**config.mk**
```make
export PLATFORM = sky130hd
export DESIGN_NAME = pipe_hazard_ctrl
export DESIGN_NICKNAME = d
export VERILOG_FILES = /design/src/rtl/pipe_pkg.sv /design/src/rtl/fwd_unit.sv /design/src/rtl/pipe_hazard_ctrl.sv
export SDC_FILE = /design/constraint.sdc
export NUM_CORES = 1
export LEC_CHECK = 0
export CORE_ASPECT_RATIO = 1.75
export CORE_MARGIN = 4
export CORE_UTILIZATION = 44
export CTS_BUF_LIST = sky130_fd_sc_hd__clkbuf_8
export DETAILED_ROUTE_END_ITERATION = 6
export PLACE_DENSITY_LB_ADDON = 0.08
export SETUP_SLACK_MARGIN = 0.4
export SYNTH_ARGS = -nofsm -noshare
export SYNTH_HDL_FRONTEND = slang
export SYNTH_SLANG_ARGS = --single-unit
```
**constraint.sdc**
```tcl
create_clock -name clk -period 1.8 [get_ports clk]
set_input_delay 0.45 -clock clk [delete_from_list [all_inputs] [get_ports clk]]
set_output_delay 0.45 -clock clk [all_outputs]
set_load 0.1 [all_outputs]
```
**src/rtl/pipe_pkg.sv**
```systemverilog
// Shared constants and stage records for the 5-stage pipeline hazard controller.
package pipe_pkg;

  localparam int unsigned REG_W = 5;
  localparam int unsigned GP_SEL_W = 2;

  localparam logic [1:0] FWD_RF  = 2'b00;
  localparam logic [1:0] FWD_MEM = 2'b01;
  localparam logic [1:0] FWD_WB  = 2'b10;

  localparam logic [GP_SEL_W-1:0] GP_SRC_MEM = 2'b01;

  typedef enum logic {
    RUN  = 1'b0,
    MEMW = 1'b1
  } state_t;

  typedef struct packed {
    logic             valid;
    logic [REG_W-1:0] rs;
    logic [REG_W-1:0] rt;
    logic [REG_W-1:0] cad;
    logic             we;
    logic             is_load;
    logic             is_store;
  } ex_rec_t;

  typedef struct packed {
    logic             valid;
    logic [REG_W-1:0] cad;
    logic             we;
    logic             is_load;
    logic             is_store;
  } mem_rec_t;

  typedef struct packed {
    logic             valid;
    logic [REG_W-1:0] cad;
    logic             we;
  } wb_rec_t;

endpackage

```
**src/rtl/fwd_unit.sv**
```systemverilog
// Operand forwarding select for one EX source register; MEM result beats WB data.
module fwd_unit
  import pipe_pkg::*;
(
  input  logic [REG_W-1:0] i_src,
  input  logic             i_mem_valid,
  input  logic             i_mem_we,
  input  logic             i_mem_is_load,
  input  logic [REG_W-1:0] i_mem_cad,
  input  logic             i_wb_valid,
  input  logic             i_wb_we,
  input  logic [REG_W-1:0] i_wb_cad,
  output logic [1:0]       o_sel
);

  logic w_mem_hit;
  logic w_wb_hit;

  // A load in MEM has no ALU result worth forwarding; $0 is hardwired.
  assign w_mem_hit = i_mem_valid & i_mem_we & ~i_mem_is_load &
                     (i_mem_cad != '0) & (i_mem_cad == i_src);
  assign w_wb_hit  = i_wb_valid & i_wb_we & (i_wb_cad != '0) & (i_wb_cad == i_src);

  always_comb begin
    o_sel = FWD_RF;
    if (w_mem_hit)     o_sel = FWD_MEM;
    else if (w_wb_hit) o_sel = FWD_WB;
  end

endmodule

```
**src/rtl/pipe_hazard_ctrl.sv**
```systemverilog
// Stall/flush/forwarding controller tracking the EX, MEM and WB occupants of a 5-stage MIPS pipe.
module pipe_hazard_ctrl
  import pipe_pkg::*;
#(
  parameter int unsigned CNT_W = 16
) (
  input  logic                clk,
  input  logic                rst_n,
  input  logic                if_valid,
  input  logic [REG_W-1:0]    id_rs,
  input  logic [REG_W-1:0]    id_rt,
  input  logic                id_uses_rs,
  input  logic                id_uses_rt,
  input  logic [REG_W-1:0]    id_cad,
  input  logic                id_gp_we,
  input  logic [GP_SEL_W-1:0] id_gp_mux_sel,
  input  logic                id_dm_we,
  input  logic                ex_redirect,
  input  logic                dmem_ack,
  output logic                pc_en,
  output logic                ifid_en,
  output logic                ifid_flush,
  output logic                idex_bubble,
  output logic                pipe_freeze,
  output logic                dmem_req,
  output logic [1:0]          fwd_a,
  output logic [1:0]          fwd_b,
  output logic                wb_we,
  output logic [REG_W-1:0]    wb_cad,
  output logic [CNT_W-1:0]    stall_cnt
);

  ex_rec_t          r_ex;
  mem_rec_t         r_mem;
  wb_rec_t          r_wb;
  state_t           r_state;
  state_t           w_state_nxt;
  logic [CNT_W-1:0] r_stall_cnt;

  logic       w_dmem_req;
  logic       w_mem_stall;
  logic       w_hazard;
  logic       w_stall_evt;
  logic       w_pc_en;
  logic       w_ifid_en;
  logic       w_ifid_flush;
  logic       w_idex_bubble;
  logic       w_freeze;
  logic [1:0] w_fwd_a;
  logic [1:0] w_fwd_b;

  assign w_dmem_req  = r_mem.valid & (r_mem.is_load | r_mem.is_store);
  assign w_mem_stall = w_dmem_req & ~dmem_ack;
  assign w_hazard    = r_ex.valid & r_ex.is_load & (r_ex.cad != '0) &
                       ((id_uses_rs & (id_rs == r_ex.cad)) |
                        (id_uses_rt & (id_rt == r_ex.cad)));

  always_comb begin
    w_state_nxt = r_state;
    case (r_state)
      RUN:     if (w_mem_stall) w_state_nxt = MEMW;
      MEMW:    if (dmem_ack)    w_state_nxt = RUN;
      default: w_state_nxt = RUN;
    endcase
  end

  // Priority: memory stall, then redirect, then load-use, then fetch miss.
  always_comb begin
    w_pc_en       = 1'b1;
    w_ifid_en     = 1'b1;
    w_ifid_flush  = 1'b0;
    w_idex_bubble = 1'b0;
    w_freeze      = 1'b0;
    w_stall_evt   = 1'b0;
    if (w_mem_stall) begin
      w_freeze    = 1'b1;
      w_pc_en     = 1'b0;
      w_ifid_en   = 1'b0;
      w_stall_evt = 1'b1;
    end else if (ex_redirect) begin
      w_ifid_flush  = 1'b1;
      w_idex_bubble = 1'b1;
    end else if (w_hazard) begin
      w_pc_en       = 1'b0;
      w_ifid_en     = 1'b0;
      w_idex_bubble = 1'b1;
      w_stall_evt   = 1'b1;
    end else if (!if_valid) begin
      w_pc_en      = 1'b0;
      w_ifid_flush = 1'b1;
      w_stall_evt  = 1'b1;
    end
  end

  fwd_unit u_fwd_a (
    .i_src        (r_ex.rs),
    .i_mem_valid  (r_mem.valid),
    .i_mem_we     (r_mem.we),
    .i_mem_is_load(r_mem.is_load),
    .i_mem_cad    (r_mem.cad),
    .i_wb_valid   (r_wb.valid),
    .i_wb_we      (r_wb.we),
    .i_wb_cad     (r_wb.cad),
    .o_sel        (w_fwd_a)
  );

  fwd_unit u_fwd_b (
    .i_src        (r_ex.rt),
    .i_mem_valid  (r_mem.valid),
    .i_mem_we     (r_mem.we),
    .i_mem_is_load(r_mem.is_load),
    .i_mem_cad    (r_mem.cad),
    .i_wb_valid   (r_wb.valid),
    .i_wb_we      (r_wb.we),
    .i_wb_cad     (r_wb.cad),
    .o_sel        (w_fwd_b)
  );

  always_ff @(posedge clk or negedge rst_n) begin
    if (!rst_n) begin
      r_state     <= RUN;
      r_ex        <= '0;
      r_mem       <= '0;
      r_wb        <= '0;
      r_stall_cnt <= '0;
    end else begin
      r_state <= w_state_nxt;
      if (w_stall_evt && (r_stall_cnt != '1))
        r_stall_cnt <= r_stall_cnt + CNT_W'(1);
      if (!w_freeze) begin
        r_ex.valid    <= ~w_idex_bubble;
        r_ex.rs       <= id_rs;
        r_ex.rt       <= id_rt;
        r_ex.cad      <= id_cad;
        r_ex.we       <= id_gp_we;
        r_ex.is_load  <= (id_gp_mux_sel == GP_SRC_MEM);
        r_ex.is_store <= id_dm_we;
        r_mem.valid    <= r_ex.valid;
        r_mem.cad      <= r_ex.cad;
        r_mem.we       <= r_ex.we;
        r_mem.is_load  <= r_ex.is_load;
        r_mem.is_store <= r_ex.is_store;
        r_wb.valid <= r_mem.valid;
        r_wb.cad   <= r_mem.cad;
        r_wb.we    <= r_mem.we;
      end else begin
        r_wb.valid <= 1'b0;
      end
    end
  end

  // Reset forces the pipe to inject NOPs regardless of registered state.
  always_comb begin
    pc_en       = 1'b0;
    ifid_en     = 1'b0;
    ifid_flush  = 1'b1;
    idex_bubble = 1'b1;
    pipe_freeze = 1'b0;
    dmem_req    = 1'b0;
    fwd_a       = FWD_RF;
    fwd_b       = FWD_RF;
    wb_we       = 1'b0;
    wb_cad      = '0;
    stall_cnt   = '0;
    if (rst_n) begin
      pc_en       = w_pc_en;
      ifid_en     = w_ifid_en;
      ifid_flush  = w_ifid_flush;
      idex_bubble = w_idex_bubble;
      pipe_freeze = w_freeze;
      dmem_req    = w_dmem_req;
      fwd_a       = w_fwd_a;
      fwd_b       = w_fwd_b;
      wb_we       = r_wb.valid & r_wb.we;
      wb_cad      = r_wb.cad;
      stall_cnt   = r_stall_cnt;
    end
  end

endmodule

```
Run 1, power grid:
(6 px per um) Pins as bars on the die edge.
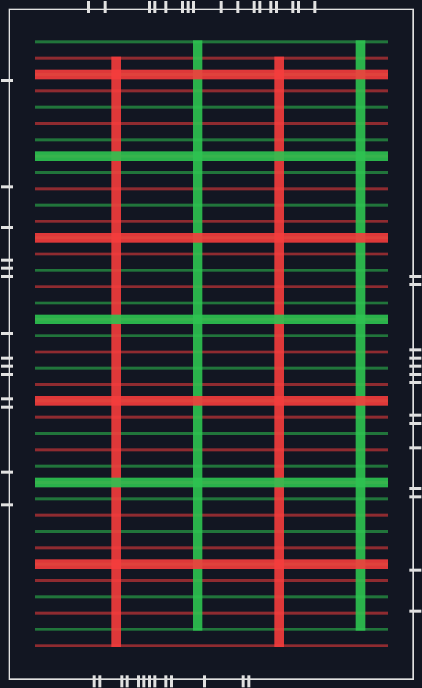
- VDD: green
- VSS: red
- met4 straps: 4
- met1 rails: 38
- rows: 37
- signal pins: 58
- met5 straps: 7

Run 1, metal 4:
(4 px per um)
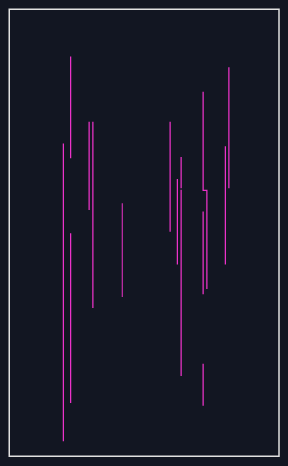
- longest straight run: 74.1 um
- nets with wire on the layer: 14
- share of all routed wire: 4.6%
- wire length on this layer: 474 um

==> flow_metrics.py, run 1 <==
# Synthesis and PnR figures
metrics = {
    "power": {
        "total_power_w": 0.00564,
        "ir_worst_vdd_v": 0.00110,
        "p_per_area_mw_per_mm2": 1070,
    },
    "die": {
        "fp.dieH_um": 111,
        "io_pins": 58,
        "tap_cells": 78,
        "design.core.area_sq_mm": 0.00593,
        "rows": 37,
    },
    "placement": {
        "place_inst": 417,
        "place_area_sq_mm": 0.00433,
    },
    "worst_setup_path": {
        "slowest_delay_ns": 0.46,
        "crit_fanout": 4,
        "startpoint_type": "flip-flop",
    },
    "synthesis": {
        "synth_warnings": 0,
        "synthCells": 237,
        "ys_types": 32,
        "ys_sh_xor": 0.143,
        "fp_nets": 264,
    },
    "finish": {
        "n_sequential_cell": 51,
        "nFillCells": 253,
        "postLayoutCellArea_sq_mm": 0.00528,
        "area.combinational_sq_mm": 0.00191,
        "n_antenna_cell": 0,
        "nNetsFinal": 398,
        "drive_above_1_share": 0.640,
        "mostFrequentLayoutCell": "dfrtp_1",
        "nNonClkInverters": 2,
        "clk_share": 0.0166,
        "area.sequential_sq_mm": 0.00128,
    },
    "drt": {
        "wire_per_inst_um": 22.9,
        "vias": 2474,
        "drc": 0,
    },
    "clocking": {
        "cts_sinks": 51,
        "cts_tree": "built",
        "cts.root.buffer_cell": "clkbuf_8",
        "cts_resized": 95,
        "numCtsBuffers": 5,
        "holdBufCountCts": 0,
        "cts_max_path_buffers": 2,
    },
    "final_timing": {
        "slew_headroom": 0.769,
        "layout_min_cycle_time_ns": 2.60,
        "setup_viol_count_final": 27,
        "worst_slack_ns": -0.798,
        "fin_hold_ws_ns": 0.404,
        "rsz0062_at_grt": "true",
        "period_used_share": 1.44,
        "slew_violations": 0,
    },
    "global_routing": {
        "grt_pass1_wl_mm": 14.7,
        "grt_usage": 0.267,
        "grt_antenna_before_repair": 0,
    },
    "run_status": {
        "violations": "setup timing",
        "status": "finished with violations",
    },
    "flow_run": {
        "max_cap_violations": 0,
    },
}
Run 1, clock wires, drivers and flops:
(6 px per um)
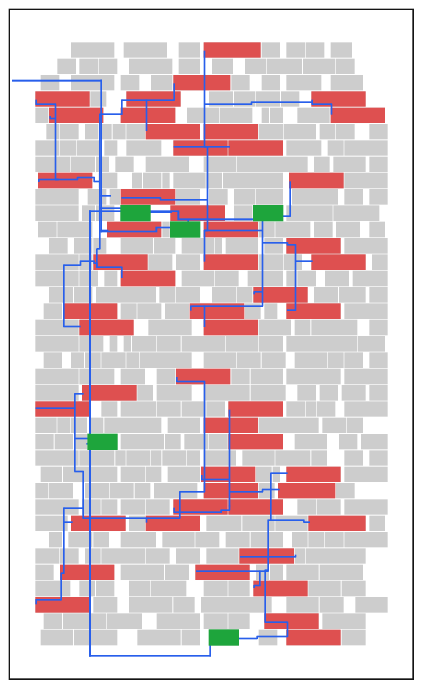
- cells driving clock nets: green (count 5)
- clock wires: blue (length 695 um)
- flip-flops: red (count 51)
- routed clock nets: 6

==> run 1: path summary, 6_finish.rpt <==
kind / from / endpoint / depth (start not counted)
max in group asynchronous: rst_n / r_ex[4]$_DFFE_PN0N_ / 4
worst max register to register: r_ex[4]$_DFFE_PN0N_ / r_stall_cnt[1]$_DFFE_PN0P_ / 12
worst min register to register: r_stall_cnt[15]$_DFFE_PN0P_ / r_stall_cnt[15]$_DFFE_PN0P_ / 1
min in group clk: id_rs[3] / r_ex[16]$_DFFE_PN0N_ / 2
worst max-delay path: r_ex[4]$_DFFE_PN0N_ / pc_en / 9
worst min-delay path: rst_n / r_wb[3]$_DFFE_PN0N_ / 4
==> run 1: kinds of logic (layout without fill, tap and decap cells) <==
kind of cell	count (synthesis)	count (layout)
XOR/XNOR	44	44
AND-OR/OR-AND	14	14
buffers and inverters	12	147
adder cells (fa/ha/maj)	1	1
flip-flops	51	51
AND/OR/NAND/NOR	81	81
multiplexers	34	34
==> run 1: where the power goes <==
group	total (W)	switching, W	internal (W)
sequential	0.00168	0.000284	0.00139
combinational	0.00326	0.00163	0.00163
clock	0.000702	0.000427	0.000275
==> run 1: layer usage <==
metal  up-vias  track usage  part of all wire
met2        86        0.489              0.58
met1      1269        0.274              0.33
met3        33       0.0474             0.038
met5         -            0                 0
li1       1086            -                 -
met4         0        0.142             0.046
==> run 1: worst reg2reg max path: stages, from the launching register on <==
cell and delay, ns:
dfrtp_2 0.46, buf_6 0.14, xnor2_2 0.16, nand4_1 0.16, o22ai_2 0.23, buf_6 0.16, buf_6 0.10, buf_6 0.08
buf_6 0.08, nand4b_4 0.11, nand2_4 0.11, buf_12 0.13, mux2_4 0.29
==> run 1: registers in the layout, summed over array words and instances, names as in the netlist <==
name,cells
r_wb,7
r_mem,9
r_stall_cnt,16
r_ex,19
Run 1, cell area per tile:
(3 px per um) The die is cut into 7 by 11 equal tiles; white is low, dark blue is high, 0 to 100% covered.
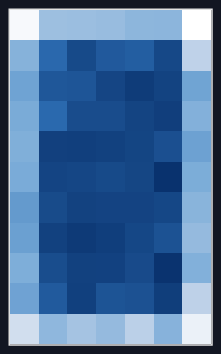

--- run 2 (diff from run 1) ---
Settings changed: CORE_MARGIN 4 to 8.
Clock period 1.8 ns to 2.15 ns, I/O delays scaled along.
Run 2, cell area per tile:
(2 px per um) The die is cut into 8 by 12 equal tiles; white is low, dark blue is high, 0 to 100% covered.
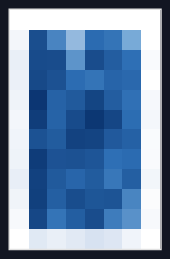
- fullest tile: 97%
- densest ninth of the die: centre
- mean over tiles: 53%
- nearly empty tiles: 13%
- tiles over 75% full: 48%

==> flow_metrics.py, run 2 <==
# Synthesis and PnR figures
metrics = {
    "run_status": {
        "status": "finished with violations",
        "violations": "setup timing",
    },
    "worst_setup_path": {
        "slowest_delay_ns": 0.48,
        "worstPathRequired_ns": 1.61,
        "crit_start": "r_ex[7]$_DFFE_PN0N_",
        "worstPathArrival_ns": 2.07,
        "worstSetupPathType": "flip-flop to output port",
        "crit_fanout": 4,
        "startpoint_type": "flip-flop",
        "critPathTopFamily": "AND-OR/OR-AND gates",
        "r2r_start": "r_ex[7]$_DFFE_PN0N_",
        "endpoint_kind": "output port",
        "r2r_slack_ns": -0.09,
    },
    "power": {
        "total_power_w": 0.00425,
        "maxPowerGroup": "combinational logic",
        "combinationalPowerShare": 0.542,
        "pg_comb_w": 0.00230,
        "p_switching_w": 0.00177,
        "pwr-share-seq": 0.332,
        "power.internal_w": 0.00248,
        "p_sw_frac": 0.417,
        "clkPwrFrac": 0.126,
        "p_clk_w": 0.000537,
        "powerSeq_w": 0.00141,
        "p_per_area_mw_per_mm2": 884,
        "ir_worst_vdd_v": 0.000939,
    },
    "global_routing": {
        "grt_antenna_before_repair": 0,
        "grt_pass1_wl_mm": 12.8,
        "grt_pass1_vias": 2560,
        "grt_usage": 0.191,
    },
    "synthesis": {
        "ys_chip_area_sq_mm": 0.00269,
        "syn_area_sq_mm": 0.00269,
        "ys_top_cells_by_count": "dfrtp_1 (51), mux2_2 (32), xnor2_1 (29), and2_1 (22), xor2_1 (15)",
        "most_common_cell": "dfrtp_1",
        "ys_types": 32,
        "ys_ff": 51,
        "edf_count": 0,
        "ys_sh_xor": 0.143,
        "synth_warnings": 0,
        "mux_share": 0.142,
        "fp_nets": 264,
        "synthCells": 237,
    },
    "drt": {
        "dr_wl_met3_um": 279,
        "drc": 0,
        "via_per_inst": 5.32,
        "wl_met2_mm": 4.93,
        "wl_met1_mm": 2.77,
        "vias": 2260,
        "top_layer_used": "met4",
        "wire_per_inst_um": 19.6,
    },
    "final_timing": {
        "period_used_share": 1.21,
        "layout_min_cycle_time_ns": 2.61,
        "setup_viol_count_final": 20,
        "slew_headroom": 0.539,
        "fin_tns_setup_ns": -3.91,
        "worst_pin_slew_ns": 0.684,
        "max_freq_mhz": 384,
        "slew_violations": 0,
        "fin_hold_ws_ns": 0.508,
        "worst_slack_ns": -0.456,
        "rsz0062_at_grt": "true",
    },
    "placement": {
        "place_inst": 401,
        "place_area_sq_mm": 0.00424,
        "pre_cts_ws_ns": -0.689,
    },
    "finish": {
        "largestRegisters": "r_ex x19, r_stall_cnt x16, r_mem x9",
        "regMostFlops": "r_ex",
        "drive_above_1_share": 0.599,
        "nNetsFinal": 373,
        "nFillCells": 337,
        "mostFrequentLayoutCell": "dfrtp_1",
        "largest_register_ffs": 19,
        "postLayoutCellArea_sq_mm": 0.00481,
        "layout_top_cells": "dfrtp_1 (49), buf_12 (36), mux2_2 (32)",
        "n_antenna_cell": 0,
    },
    "clocking": {
        "cts_sinks": 51,
        "cts_max_path_buffers": 2,
        "cts_tree": "built",
        "clk_pin_slew_ns": 0.09,
        "holdBufCountCts": 0,
        "cts.root.buffer_cell": "clkbuf_8",
        "htree_num_levels": 2,
        "numCtsBuffers": 5,
    },
    "flow_run": {
        "max_cap_violations": 0,
    },
    "worst_hold_path": {
        "min_from": "r_ex[2]$_DFFE_PN0N_",
    },
    "die": {
        "dieArea_sq_mm": 0.00896,
        "io_pins": 58,
        "design.core.area_sq_mm": 0.00588,
        "fp.dieH_um": 119,
        "fp_util": 0.457,
        "rows": 37,
    },
}
Run 2, metal 4:
(3 px per um)
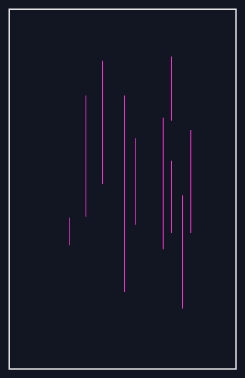
- wire length on this layer: 343 um
- main direction: vertical
- longest straight run: 65.3 um
- nets with wire on the layer: 10
- share of all routed wire: 4.1%

==> run 2: netlist changes by cell type in the layout (fill, tap and decap cells not counted), sizes merged <==
cell           change
clkinv             -1
bufbuf             -2
buf               -21
dlygate4sd2        +4
clkbuf             -2
dlymetal6s2s       -2
inv                +1
clkdlybuf4s50      -2
==> run 2: cells by family after synthesis <==
family	Yosys count
and+or+nand+nor	81
DFF	51
xor gates and xnor gates	44
muxes	34
AOI/OAI and AO/OA	14
buffers and inverters	12
adders and majority gates	1
==> run 2: cell type report <==
class / count / area [sq um] / area share
Multi-Input combinational cell: 174 / 1810 / 0.376
Sequential cell: 51 / 1280 / 0.266
Timing Repair Buffer: 112 / 1520 / 0.316
Inverter: 2 / 20.0 / 0.00416
Tap cell: 78 / 97.6 / 0.0203
Clock buffer: 5 / 68.8 / 0.0143
Clock inverter: 3 / 12.5 / 0.00260
==> run 2: worst paths after layout <==
kind	end	cells after the start
worst max-delay path	pc_en	7
worst min-delay path	r_mem[2]$_DFFE_PN0N_	1
worst max register to register	r_stall_cnt[1]$_DFFE_PN0P_	9
worst min register to register	r_mem[2]$_DFFE_PN0N_	1
max in group asynchronous	r_mem[7]$_DFFE_PN0N_	5
min in group asynchronous	r_ex[12]$_DFFE_PN0N_	6
==> run 2: layer usage <==
metal	GRT usage	up-vias
met5	0	-
met4	0.0815	0
met3	0.0303	22
met2	0.370	68
met1	0.180	1134
li1	-	1036
==> run 2: worst register-to-register path, delay by kind of cell (launching register included) <==
family	cells	cell delay (ns)
compound gates	1	0.30
xor+xnor	1	0.24
mux	1	0.31
flops	1	0.48
simple gates	3	0.40
buf+inv	3	0.39
==> run 2: what timing repair did <==
item	4_1_cts	5_1_grt
setup buffers	8	4
pin swaps	27	16
endpoints found under the setup margin	77	57
resized	54	17
gates cloned	4	0
Power and IR drop assume default switching activity.
